**src/rtl/cpu_pkg.sv**
```systemverilog
// Shared definitions for the 16-bit computer: word width, loader states,
// boot-header field positions and processor opcodes used by test programs.
package cpu_pkg;

    localparam int unsigned WORD_W_DEF = 16;

    typedef enum logic [2:0] {
        StClear,
        StHdr,
        StAddr,
        StData,
        StRun,
        StErr
    } loader_state_e;

    // Header word: MSB selects the target memory (1 = dmem); the rest is N.
    function automatic int unsigned hdr_tgt_bit(input int unsigned word_w);
        return word_w - 1;
    endfunction

    function automatic int unsigned hdr_n_msb(input int unsigned word_w);
        return word_w - 2;
    endfunction

    localparam int unsigned HDR_N_LSB = 0;

    // Opcodes occupy the top five bits of an instruction word.
    localparam logic [4:0] OP_NOP = 5'h00;
    localparam logic [4:0] OP_ST  = 5'h08;
    localparam logic [4:0] OP_LD  = 5'h09;
    localparam logic [4:0] OP_ADD = 5'h11;
    localparam logic [4:0] OP_ADI = 5'h12;
    localparam logic [4:0] OP_LDI = 5'h13;

endpackage

```
**src/rtl/program_loader_if.sv**
```systemverilog
// Boot stream input plus memory write ports and CPU control of the loader.
interface program_loader_if #(
    parameter int unsigned WORD_W  = 16,
    parameter int unsigned IMEM_AW = 3,
    parameter int unsigned DMEM_AW = 3
) ();

    logic               in_valid;
    logic [WORD_W-1:0]  in_data;
    logic               in_ready;
    logic               imem_we;
    logic [IMEM_AW-1:0] imem_addr;
    logic [WORD_W-1:0]  imem_wdata;
    logic               dmem_we;
    logic [DMEM_AW-1:0] dmem_addr;
    logic [WORD_W-1:0]  dmem_wdata;
    logic               cpu_reset;
    logic               done;
    logic               err;

    // Loader side: consumes the stream, drives memories and CPU control.
    modport slave (
        input  in_valid, in_data,
        output in_ready, imem_we, imem_addr, imem_wdata,
        output dmem_we, dmem_addr, dmem_wdata, cpu_reset, done, err
    );

    // Host side: produces the stream, observes memory writes and status.
    modport master (
        output in_valid, in_data,
        input  in_ready, imem_we, imem_addr, imem_wdata,
        input  dmem_we, dmem_addr, dmem_wdata, cpu_reset, done, err
    );

endinterface

```
**src/rtl/program_loader.sv**
```systemverilog
// Boot loader: optionally zero-fills dmem, then parses HDR/ADDR/DATA frames
// into imem or dmem and finally releases the CPU from reset.
module program_loader
    import cpu_pkg::*;
#(
    parameter int unsigned WORD_W     = WORD_W_DEF,
    parameter int unsigned IMEM_AW    = 3,
    parameter int unsigned DMEM_AW    = 3,
    parameter bit          CLEAR_DMEM = 1'b1
) (
    input logic             CLK,
    input logic             RESET,
    program_loader_if.slave bus
);

    localparam int unsigned AW      = (IMEM_AW > DMEM_AW) ? IMEM_AW : DMEM_AW;
    localparam int unsigned NW      = WORD_W - 1;
    localparam int unsigned TGT_BIT = hdr_tgt_bit(WORD_W);
    localparam int unsigned N_MSB   = hdr_n_msb(WORD_W);

    localparam logic [NW-1:0] IMEM_DEPTH = NW'(2 ** IMEM_AW);
    localparam logic [NW-1:0] DMEM_DEPTH = NW'(2 ** DMEM_AW);
    localparam logic [AW-1:0] CLR_LAST   = AW'(2 ** DMEM_AW - 1);

    loader_state_e      state_q, state_d;
    logic [NW-1:0]      cnt_q, cnt_d;
    logic [AW-1:0]      addr_q, addr_d;
    logic               tgt_q, tgt_d;
    logic               in_ready_q, in_ready_d;
    logic               imem_we_q, imem_we_d;
    logic [IMEM_AW-1:0] imem_addr_q, imem_addr_d;
    logic [WORD_W-1:0]  imem_wdata_q, imem_wdata_d;
    logic               dmem_we_q, dmem_we_d;
    logic [DMEM_AW-1:0] dmem_addr_q, dmem_addr_d;
    logic [WORD_W-1:0]  dmem_wdata_q, dmem_wdata_d;
    logic               cpu_reset_q, cpu_reset_d;
    logic               done_q, done_d;
    logic               err_q, err_d;

    logic               accept;
    logic [NW-1:0]      hdr_n;
    logic               hdr_tgt;
    logic               addr_bad;
    logic [IMEM_AW-1:0] imem_next;
    logic [DMEM_AW-1:0] dmem_next;

    assign accept    = bus.in_valid & in_ready_q;
    assign hdr_n     = bus.in_data[N_MSB:HDR_N_LSB];
    assign hdr_tgt   = bus.in_data[TGT_BIT];
    // Start address must fit the selected memory; any higher bit is malformed.
    assign addr_bad  = tgt_q ? ((bus.in_data >> DMEM_AW) != '0)
                             : ((bus.in_data >> IMEM_AW) != '0);
    assign imem_next = addr_q[IMEM_AW-1:0] + IMEM_AW'(1);
    assign dmem_next = addr_q[DMEM_AW-1:0] + DMEM_AW'(1);

    // Next-state, counters and registered-output next values.
    always_comb begin
        state_d      = state_q;
        cnt_d        = cnt_q;
        addr_d       = addr_q;
        tgt_d        = tgt_q;
        imem_we_d    = 1'b0;
        imem_addr_d  = imem_addr_q;
        imem_wdata_d = imem_wdata_q;
        dmem_we_d    = 1'b0;
        dmem_addr_d  = dmem_addr_q;
        dmem_wdata_d = dmem_wdata_q;

        unique case (state_q)
            StClear: begin
                dmem_we_d    = 1'b1;
                dmem_addr_d  = addr_q[DMEM_AW-1:0];
                dmem_wdata_d = '0;
                if (addr_q == CLR_LAST) begin
                    addr_d  = '0;
                    state_d = StHdr;
                end else begin
                    addr_d = addr_q + AW'(1);
                end
            end
            StHdr: begin
                if (accept) begin
                    if (hdr_n == '0) begin
                        state_d = StRun;
                    end else if (hdr_n > (hdr_tgt ? DMEM_DEPTH : IMEM_DEPTH)) begin
                        state_d = StErr;
                    end else begin
                        tgt_d   = hdr_tgt;
                        cnt_d   = hdr_n;
                        state_d = StAddr;
                    end
                end
            end
            StAddr: begin
                if (accept) begin
                    if (addr_bad) begin
                        state_d = StErr;
                    end else begin
                        addr_d  = bus.in_data[AW-1:0];
                        state_d = StData;
                    end
                end
            end
            StData: begin
                if (accept) begin
                    if (tgt_q) begin
                        dmem_we_d    = 1'b1;
                        dmem_addr_d  = addr_q[DMEM_AW-1:0];
                        dmem_wdata_d = bus.in_data;
                        addr_d       = AW'(dmem_next);
                    end else begin
                        imem_we_d    = 1'b1;
                        imem_addr_d  = addr_q[IMEM_AW-1:0];
                        imem_wdata_d = bus.in_data;
                        addr_d       = AW'(imem_next);
                    end
                    cnt_d = cnt_q - NW'(1);
                    if (cnt_q == NW'(1)) begin
                        state_d = StHdr;
                    end
                end
            end
            StRun, StErr: begin
            end
            default: state_d = StErr;
        endcase

        // Status outputs follow the state being entered so they change one
        // cycle after the deciding accept.
        in_ready_d  = (state_d == StHdr) || (state_d == StAddr) || (state_d == StData);
        cpu_reset_d = (state_d != StRun);
        done_d      = (state_d == StRun);
        err_d       = (state_d == StErr);
    end

    // State and output registers with synchronous reset.
    always_ff @(posedge CLK) begin
        if (RESET) begin
            state_q      <= CLEAR_DMEM ? StClear : StHdr;
            cnt_q        <= '0;
            addr_q       <= '0;
            tgt_q        <= 1'b0;
            in_ready_q   <= 1'b0;
            imem_we_q    <= 1'b0;
            imem_addr_q  <= '0;
            imem_wdata_q <= '0;
            dmem_we_q    <= 1'b0;
            dmem_addr_q  <= '0;
            dmem_wdata_q <= '0;
            cpu_reset_q  <= 1'b1;
            done_q       <= 1'b0;
            err_q        <= 1'b0;
        end else begin
            state_q      <= state_d;
            cnt_q        <= cnt_d;
            addr_q       <= addr_d;
            tgt_q        <= tgt_d;
            in_ready_q   <= in_ready_d;
            imem_we_q    <= imem_we_d;
            imem_addr_q  <= imem_addr_d;
            imem_wdata_q <= imem_wdata_d;
            dmem_we_q    <= dmem_we_d;
            dmem_addr_q  <= dmem_addr_d;
            dmem_wdata_q <= dmem_wdata_d;
            cpu_reset_q  <= cpu_reset_d;
            done_q       <= done_d;
            err_q        <= err_d;
        end
    end

    assign bus.in_ready   = in_ready_q;
    assign bus.imem_we    = imem_we_q;
    assign bus.imem_addr  = imem_addr_q;
    assign bus.imem_wdata = imem_wdata_q;
    assign bus.dmem_we    = dmem_we_q;
    assign bus.dmem_addr  = dmem_addr_q;
    assign bus.dmem_wdata = dmem_wdata_q;
    assign bus.cpu_reset  = cpu_reset_q;
    assign bus.done       = done_q;
    assign bus.err        = err_q;

endmodule

```
**src/flat_wrapper.sv**
```systemverilog
// flat-port wrapper written by rule: the top's interface ports become plain ports
module program_loader_flat import cpu_pkg::*;
#(
    parameter int unsigned WORD_W     = WORD_W_DEF,
    parameter int unsigned IMEM_AW    = 3,
    parameter int unsigned DMEM_AW    = 3,
    parameter bit          CLEAR_DMEM = 1'b1
)
  (CLK, RESET, bus_in_valid, bus_in_data, bus_in_ready, bus_imem_we, bus_imem_addr, bus_imem_wdata, bus_dmem_we, bus_dmem_addr, bus_dmem_wdata, bus_cpu_reset, bus_done, bus_err);
  program_loader_if #(.WORD_W(WORD_W), .IMEM_AW(IMEM_AW), .DMEM_AW(DMEM_AW)) bus_i ();
  input logic CLK;
  input logic RESET;
  input wire logic [$bits(bus_i.in_valid)-1:0] bus_in_valid;
  input wire logic [$bits(bus_i.in_data)-1:0] bus_in_data;
  output wire logic [$bits(bus_i.in_ready)-1:0] bus_in_ready;
  output wire logic [$bits(bus_i.imem_we)-1:0] bus_imem_we;
  output wire logic [$bits(bus_i.imem_addr)-1:0] bus_imem_addr;
  output wire logic [$bits(bus_i.imem_wdata)-1:0] bus_imem_wdata;
  output wire logic [$bits(bus_i.dmem_we)-1:0] bus_dmem_we;
  output wire logic [$bits(bus_i.dmem_addr)-1:0] bus_dmem_addr;
  output wire logic [$bits(bus_i.dmem_wdata)-1:0] bus_dmem_wdata;
  output wire logic [$bits(bus_i.cpu_reset)-1:0] bus_cpu_reset;
  output wire logic [$bits(bus_i.done)-1:0] bus_done;
  output wire logic [$bits(bus_i.err)-1:0] bus_err;
  assign bus_i.in_valid = bus_in_valid;
  assign bus_i.in_data = bus_in_data;
  assign bus_in_ready = bus_i.in_ready;
  assign bus_imem_we = bus_i.imem_we;
  assign bus_imem_addr = bus_i.imem_addr;
  assign bus_imem_wdata = bus_i.imem_wdata;
  assign bus_dmem_we = bus_i.dmem_we;
  assign bus_dmem_addr = bus_i.dmem_addr;
  assign bus_dmem_wdata = bus_i.dmem_wdata;
  assign bus_cpu_reset = bus_i.cpu_reset;
  assign bus_done = bus_i.done;
  assign bus_err = bus_i.err;
  program_loader #(.WORD_W(WORD_W), .IMEM_AW(IMEM_AW), .DMEM_AW(DMEM_AW), .CLEAR_DMEM(CLEAR_DMEM)) u_core (.CLK(CLK), .RESET(RESET), .bus(bus_i));
endmodule
```
**config.mk**
```make
export PLATFORM = sky130hd
export DESIGN_NAME = program_loader_flat
export DESIGN_NICKNAME = d
export VERILOG_FILES = /design/src/rtl/cpu_pkg.sv /design/src/rtl/program_loader_if.sv /design/src/rtl/program_loader.sv /design/src/flat_wrapper.sv
export SDC_FILE = /design/constraint.sdc
export NUM_CORES = 1
export LEC_CHECK = 0
export CORE_AREA = 2 2 90 75
export CTS_BUF_LIST = sky130_fd_sc_hd__clkbuf_8
export DETAILED_ROUTE_END_ITERATION = 10
export DIE_AREA = 0 0 92 77
export PLACE_DENSITY = 0.77
export REMOVE_ABC_BUFFERS = 1
export SLEW_MARGIN = 20
export SYNTH_ARGS = -nofsm -noshare
export SYNTH_HDL_FRONTEND = slang
export SYNTH_SLANG_ARGS = --single-unit
```
**constraint.sdc**
```tcl
create_clock -name CLK -period 3.3 [get_ports CLK]
set_input_delay 0.66 -clock CLK [delete_from_list [all_inputs] [get_ports CLK]]
set_output_delay 0.66 -clock CLK [all_outputs]
set_load 0.05 [all_outputs]
```
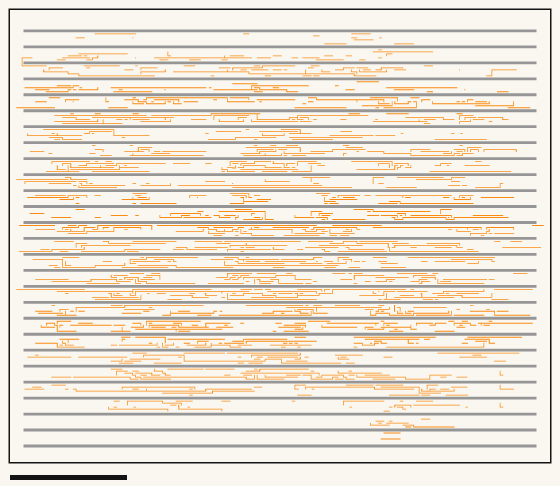
*Metal 1, run 1*
Bar = 20 µm. Supply wires on this layer in grey.
The layer carries 3570 µm of wire. 381 nets have wire on it. The wires run mostly horizontal. The longest straight run is 27.1 µm.
WL final: 7.86 mm
vias: 2812

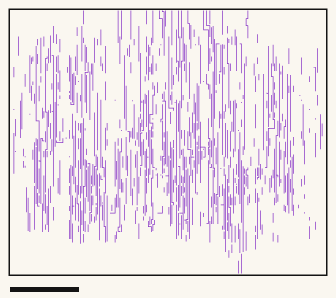
*Met2 routing, run 1*
Bar = 20 µm.
The longest straight run is 38.1 µm. The layer carries 3660 µm of wire. The layer holds 47% of the routed length. 361 nets have wire on it. The wires run mostly vertical.
met2 usage: 0.374

==> ci_impl_report.md, run 1 <==
### Flow metrics

| Metric | Value |
|---|---|
| Status | `finished clean` |
| Critical path endpoint | `u_core.cnt_q[9]` |
| Yosys stat chip area | `0.00300 mm²` |
| Worst Hold Launch | `u_core.bus.imem_wdata[7]` |
| Final Max Tran Viols | `0` |
| Count of buffers from port buffering | `62` |
| Core area | `0.00618 mm²` |
| Fin util | `0.620` |
| CTS Buffer Depth | `2` |
| Final HPWL DP | `5.47 mm` |
| Layout cell share with drive strength beyond 1 | `0.103` |
| Final ANT Viol Nets | `0` |
| Vias per inst | `5.72` |
| DIE AREA | `0.00708 mm²` |
| Unique cell type count in the Yosys netlist | `56` |
| Nets | `426` |
| Arr. time, crit path | `2.68 ns` |
| CP Capture Type | `register` |
| Worst Setup SP | `bus_in_data[8]` |
| Fin crit share | `0.751` |
| Largest net degree at the start of global routing | `34` |
| TritonCTS Buffers | `9` |
| Initial antenna violation count | `0` |
| Reg2reg setup slack | `1.18 ns` |
| Grt total ovfl | `0` |
| Initial core utilization | `0.485` |
| Mapped Area | `0.00300 mm²` |
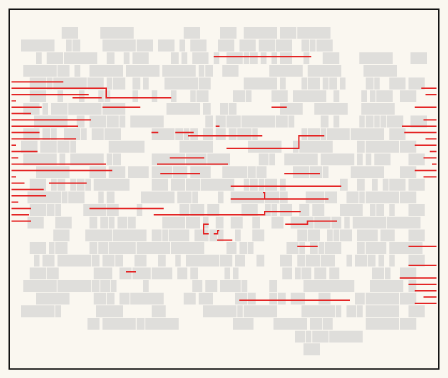
*Met3 routing, run 1*
Cells faint in the background.
The layer carries 552 µm of wire. The longest straight run is 23.7 µm. The wires run mostly horizontal. 59 nets have wire on it.
grt met3 use: 0.0658

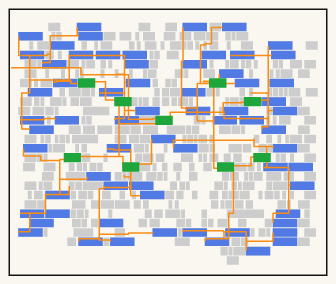
*Routed clock nets over the placement, run 1*
Key: clock wires = orange [length 798 µm]; clock-net drivers = green [count 9]; flip-flops = blue [count 66]
Position of the flops: widely spread. There are 10 routed clock nets.
clock network power share: 0.406
clk_lat worst skew: 0.34 ns
Setup Skew: 0.00835 ns
clock group total power: 0.627 mW

run 1: area by class of cell:
class,count,area share
Clock inverter,7,0.0144
Sequential cell,66,0.345
Multi-Input combinational cell,251,0.401
Clock buffer,9,0.0323
Inverter,6,0.00588
Tap cell,84,0.0274
Timing Repair Buffer,69,0.174
run 1: synth_stat cells (all sizes together):
cell type	count	area share
o21a	1	0.0050
nor3	6	0.012
and2	2	0.0042
nor3b	1	0.0025
dfxtp	66	0.44
a31oi	3	0.0063
and3b	1	0.0029
or2	2	0.0050
o21ai	11	0.018
buf	10	0.021
a221oi	1	0.0029
a21oi	36	0.060
o22ai	2	0.0042
a31o	1	0.0029
nor4	11	0.037
clkbuf	15	0.019
a22oi	17	0.043
nor2	37	0.046
or3	5	0.013
a311oi	1	0.0029
o211ai	2	0.0050
a211oi	4	0.010
nand3	3	0.0050
o2bb2ai	1	0.0029
or4	3	0.010
o31ai	11	0.034
o32ai	5	0.022
nand2b	1	0.0021
inv	6	0.0075
a211o	2	0.0058
o21bai	1	0.0025
nand3b	1	0.0025
nand2	55	0.069
ha	4	0.017
o311ai	4	0.012
mux2i	5	0.017
nand4	4	0.0083
a32o	2	0.0067
a21boi	1	0.0025
nor2b	2	0.0042
and3	1	0.0021
o31a	1	0.0029
run 1: state kept, by name (all words and copies together), names as in the netlist, 3 cells and up:
name and cells:
u_core.addr_q 3, u_core.bus.dmem_addr 3, u_core.bus.dmem_wdata 16, u_core.bus.imem_addr 3, u_core.bus.imem_wdata 16, u_core.cnt_q 15
u_core.state_q 3
run 1: routing by layer:
metal / up-vias / GRT usage / routed length, µm
met4: 0 / 0.0507 / 78
met3: 10 / 0.0658 / 551
li1: 1384 / - / -
met2: 92 / 0.374 / 3660
met5: - / 0 / 0
met1: 1326 / 0.288 / 3570
run 1: power by group:
part	switching, mW	leakage, nW	internal, mW
clock network	0.291	0.108	0.336
registers	0.00661	0.533	0.804
logic	0.0650	0.674	0.0434
run 1: per-stage QoR:
step	hold WS [ns]	area (µm²)
3_5_place_dp	0.447	3650
6_report	0.455	3830
5_1_grt	0.485	3830
4_1_cts	0.457	3830
3_3_place_gp	0.444	3650
2_1_floorplan	0.455	2880
run 1: cell families (layout without fill, tap and decap cells):
| kind of cell | after synthesis | in the layout | share of synthesized area |
|---|---|---|---|
| AND-OR/OR-AND | 107 | 107 | 0.252 |
| adder cells (fa/ha/maj) | 4 | 4 | 0.0167 |
| buffers and inverters | 31 | 91 | 0.0480 |
| flip-flops | 66 | 66 | 0.441 |
| multiplexers | 5 | 5 | 0.0167 |
| AND/OR/NAND/NOR | 135 | 135 | 0.226 |
run 1: placed cells by master, fill, tap and decap left out, types with 5 or more instances in the layout:
cell type,n
clkdlybuf4s50_1,61
nor2_1,37
o21ai_0,10
mux2i_1,5
inv_1,10
nor3_1,5
dfxtp_1,66
o31ai_1,7
clkbuf_8,9
buf_4,7
a22oi_1,17
nor4_1,7
nand2_1,55
a21oi_1,35
run 1: critical path, cell delays in order:
cell	delay, ns
clkdlybuf4s50_1	0.51
nor4_4	0.40
nand4_1	0.24
o21ai_1	0.44
or2_4	0.32
o32ai_2	0.11
### Congestion heat map, run 1

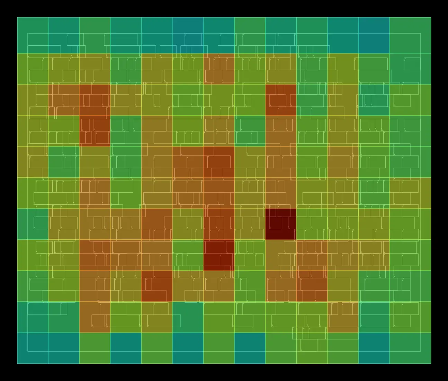

==> run 2: changes to the inputs <==
clock period = 2.5 ns   (was 3.3 ns; I/O delays follow)
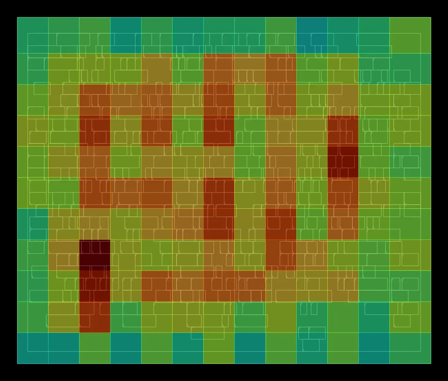
*Congestion heat map, run 2*
Total Routing Usage GR: 0.247
DR WL/cell: 16.3 µm

==> run 2 against run 1 <==
Effect of this change: cell count increased by 5.5%; wire length increased by 7.7%; core utilization increased by 3.5 points; setup slack got worse by 0.47 ns.
==> ci_impl_report.md, run 2 <==
### Flow metrics

| Metric | Value |
|---|---|
| Status | `finished clean` |
| Largest net degree at the start of global routing | `37` |
| Final HPWL DP | `6.02 mm` |
| Grt total ovfl | `0` |
| Switching portion of total power | `0.269` |
| Final design area excluding fillers | `0.00405 mm²` |
| Worst path max stage delay | `0.46 ns` |
| Clk_lat worst skew | `0.36 ns` |
| Worst Setup SP | `bus_in_data[7]` |
| Clock network power share | `0.397` |
| Core area | `0.00618 mm²` |
| Top cells by count, synth | `66 x dfxtp_1, 55 x nand2_1, 37 x nor2_1` |
| Worst Hold Launch | `u_core.bus.imem_wdata[5]` |
| CP most frequent cell | `buf_4` |
| Nets | `453` |
| Setup Skew | `0.00950 ns` |
| Comb power frac | `0.083` |
| TritonCTS Buffers | `9` |
| Unique cell type count in the Yosys netlist | `56` |
| DIE AREA | `0.00708 mm²` |
| Main synth FF type | `dfxtp_1` |
| Vias per inst | `5.69` |
| Area leader share | `0.441` |
| Arr. time, crit path | `2.40 ns` |
| Layout cell share with drive strength beyond 1 | `0.168` |
| CP max stage cell | `clkdlybuf4s50_1` |
| CP Capture Type | `register` |
| CP top delay family | `buffers and inverters` |
| Most numerous logic cell after layout | `dfxtp_1` |
| Ordered list of cells on the worst path | `clkdlybuf4s50_1 > nor4_4 > nand4_1 > buf_4 > o21ai_1 > buf_4 > nor3_1 > a31o_2` |
| Most common cell in the synthesized netlist | `dfxtp_1` |
| Placed cell areas | `0.00387 mm²` |
| CP bufs+invs | `3` |
| Mapped Area | `0.00300 mm²` |
| Count of buffers from port buffering | `62` |
| Initial core utilization | `0.485` |
| Final Max Tran Viols | `0` |
| Async set or reset register ratio after synthesis | `0` |
| EDFF count, synth | `0` |
| Final ANT Viol Nets | `0` |
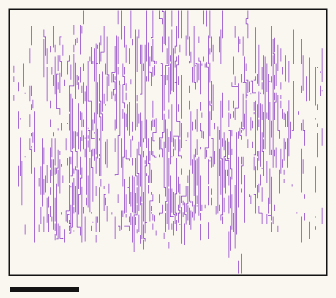
*Met2 routing, run 2*
Bar = 20 µm.
The longest straight run is 32.6 µm. 390 nets have wire on it.
met2 usage: 0.382
WL final: 8.46 mm
vias: 2953

run 2: cells by family (layout without fill, tap and decap cells):
group / Yosys count / count (layout) / synth area share
AND/OR/NAND/NOR: 135 / 135 / 0.226
AND-OR/OR-AND: 107 / 107 / 0.252
flip-flops: 66 / 66 / 0.441
buffers and inverters: 31 / 118 / 0.0480
multiplexers: 5 / 5 / 0.0167
adder cells (fa/ha/maj): 4 / 4 / 0.0167
run 2: worst paths after layout:
kind,cells after the start,end,slack [ns]
worst max register to register,7,u_core.cnt_q[1],0.35
worst max-delay path,8,u_core.cnt_q[1],0.35
worst min register to register,2,u_core.bus.imem_wdata[5],0.46
worst min-delay path,2,u_core.bus.imem_wdata[5],0.46
run 2: layer usage:
layer / up-vias / part of all wire
li1: 1433 / -
met5: - / 0
met3: 16 / 0.088
met1: 1358 / 0.45
met2: 146 / 0.45
met4: 0 / 0.014
run 2: area by class of cell:
type                       count  area, µm²  area share
multi-input combinational    251       1540       0.380
sequential                    66       1320       0.327
timing repair buffer          96        883       0.218
clock buffer                   9        124      0.0306
tap                           84        105      0.0260
clock inverter                 7       53.8      0.0133
inverter                       6       22.5     0.00557
run 2: through the flow:
stage / hold slack, ns / util / power (mW)
2_1_floorplan: 0.455 / - / 1.15
5_1_grt: 0.480 / 0.654 / 2.13
6_report: 0.457 / 0.654 / 2.05
3_3_place_gp: 0.443 / 0.626 / 1.26
4_1_cts: 0.459 / 0.654 / 2.07
3_5_place_dp: 0.448 / 0.626 / 1.26
run 2: worst reg2reg max path: cells and delay by family (launching register included):
family	cells	cell delay (ns)
compound gates	2	0.45
flops	1	0.49
simple gates	3	0.72
buf+inv	2	0.39
run 2: power by group through the flow:
stage | combinational [mW] | clock (mW) | sequential, mW
2_1_floorplan | 0.0422 | 0 | 1.11
3_3_place_gp | 0.166 | 0 | 1.09
3_5_place_dp | 0.168 | 0 | 1.09
4_1_cts | 0.169 | 0.838 | 1.07
5_1_grt | 0.180 | 0.882 | 1.07
6_report | 0.170 | 0.817 | 1.07
### Metal 1, run 2

Bar = 20 µm. Supply wires on this layer in grey.
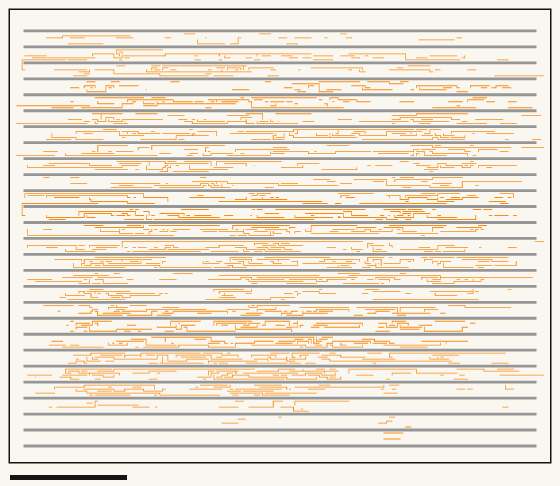

==> run 3: changes to the inputs <==
RECOVER_POWER = 25   (was not set)
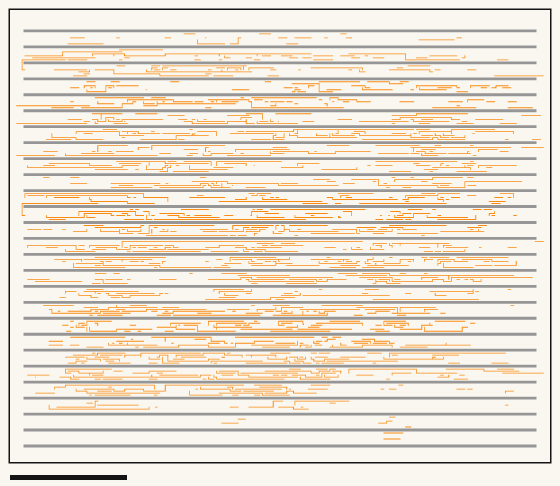
*Metal 1, run 3*
Bar = 20 µm. Supply wires on this layer in grey.
The wires run mostly horizontal. The layer holds 45% of the routed length. The longest straight run is 40.9 µm. The layer carries 3770 µm of wire. 408 nets have wire on it.
WL final: 8.43 mm
GRT met1 Usage: 0.331

==> run 3 against run 2 <==
Effect of this change: via count rose by 1.2%; sequential share of layout area rose by 0.11 points; non-clock buffer count did not move; first-iteration DRC count rose by 27%; critical path depth fell by 3; setup slack got worse by 0.034 ns.
==> ci_impl_report.md, run 3 <==
### Flow metrics

| Metric | Value |
|---|---|
| Status | `finished clean` |
| Most numerous logic cell after layout | `dfxtp_1` |
| CTS Buffer Depth | `2` |
| Switching portion of total power | `0.269` |
| Psw | `0.552 mW` |
| Async set or reset register ratio after synthesis | `0` |
| Vias per inst | `5.76` |
| CP Capture Type | `register` |
| Synth Instances | `348` |
| Cell area leaders | `dfxtp_1 44%, nand2_1 6.9%, a21oi_1 6.0%` |
| Post-CTS setup buffer count | `0` |
| Detailed router's first-iteration violation count | `276` |
| Largest net degree at the start of global routing | `37` |
| DIE AREA | `0.00708 mm²` |
| Unique cell type count in the Yosys netlist | `56` |
| Fin util | `0.652` |
| Antenna Cells | `0` |
| Total Routing Usage GR | `0.247` |
| Grt total ovfl | `0` |
| Multi-input gate area | `0.00153 mm²` |
| EDFF count, synth | `0` |
| Core area | `0.00618 mm²` |
| Reg area | `0.00132 mm²` |
| Detailed Routing Iterations Pass 1 | `5` |
| Area leader share | `0.441` |
| Nets | `453` |
| Int Power | `1.50 mW` |
| Yosys top cell by area | `dfxtp_1` |
| Setup Skew | `0.00990 ns` |
| Pwr Total | `2.05 mW` |
| Min Hold Slack | `0.457 ns` |
| Dominant logic cell types in the final layout | `66 x dfxtp_1, 57 x clkdlybuf4s50_1, 55 x nand2_1, 37 x nor2_1, 36 x a21oi_1` |
| Final ANT Viol Nets | `0` |
| Yosys stat chip area | `0.00300 mm²` |
| Arr. time, crit path | `2.41 ns` |
| Initial core utilization | `0.485` |
| Count of buffers from port buffering | `62` |
| Sequential power share | `0.520` |
| Comb power frac | `0.082` |
| Clock network power share | `0.397` |
| DR WL/cell | `16.2 µm` |
| Main synth FF type | `dfxtp_1` |
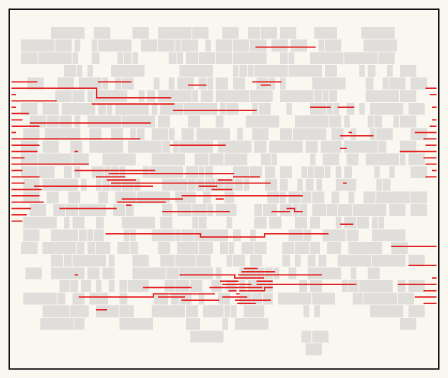
*Met3 routing, run 3*
Cells faint in the background.
85 nets have wire on it. The longest straight run is 34.0 µm.
grt met3 use: 0.0747
vias: 2989

## run 3: cell count changes in the layout (fill, tap and decap cells not counted)
cell	delta
buf_4	-3
clkbuf_1	+2
a21oi_2	-1
clkdlybuf4s50_1	-4
dlygate4sd3_1	+4
a21oi_1	+1
clkbuf_2	+1
## run 3: cells by family after synthesis
family	share of synthesized area
mux	0.0167
compound gates	0.252
simple gates	0.226
buf+inv	0.0480
fa+ha+maj	0.0167
flops	0.441
## run 3: routing by layer
| metal | wire length (µm) | share of wire | vias up | GRT usage |
|---|---|---|---|---|
| li1 | - | - | 1431 | - |
| met1 | 3770 | 0.45 | 1387 | 0.331 |
| met2 | 3780 | 0.45 | 157 | 0.382 |
| met3 | 781 | 0.093 | 14 | 0.0747 |
| met4 | 97 | 0.012 | 0 | 0.0776 |
| met5 | 0 | 0 | - | 0 |
## run 3: path summary, 6_finish.rpt
check,startpoint,end,slack [ns],depth (start not counted)
worst min-delay path,u_core.bus.imem_wdata[5],u_core.bus.imem_wdata[5],0.46,2
worst min register to register,u_core.bus.imem_wdata[5],u_core.bus.imem_wdata[5],0.46,2
worst max register to register,u_core.state_q[0],u_core.bus.imem_wdata[6],0.33,5
worst max-delay path,bus_in_data[0],u_core.cnt_q[13],0.32,5
## run 3: critical path, cell delays in order
cell	delay, ns
dlygate4sd3_1	0.63
or4_4	0.59
o21ai_1	0.29
or2_4	0.30
o22ai_1	0.11
## run 3: cell type report
cell class,instances,share of cell area
repair buffers,96,0.217
multi-input cells,251,0.380
inverters,6,0.00559
flip-flops and latches,66,0.328
clock buffers,9,0.0307
clock inverters,7,0.0133
well taps,84,0.0261
## run 3: power groups by stage
stage	clock [mW]	sequential [mW]	combinational, mW
2_1_floorplan	0	1.11	0.0422
3_3_place_gp	0	1.09	0.166
3_5_place_dp	0	1.09	0.168
4_1_cts	0.838	1.07	0.169
5_1_grt	0.882	1.07	0.179
6_report	0.816	1.07	0.169
## run 3: per-stage QoR
stage                     cell area, µm²   TNS (ns)
after global placement              3870          0
after detailed placement            3870  -0.000793
after global routing                4030          0
final                               4030          0
after floorplan                     2880          0
after CTS                           4050          0
Power and IR drop assume default switching activity.
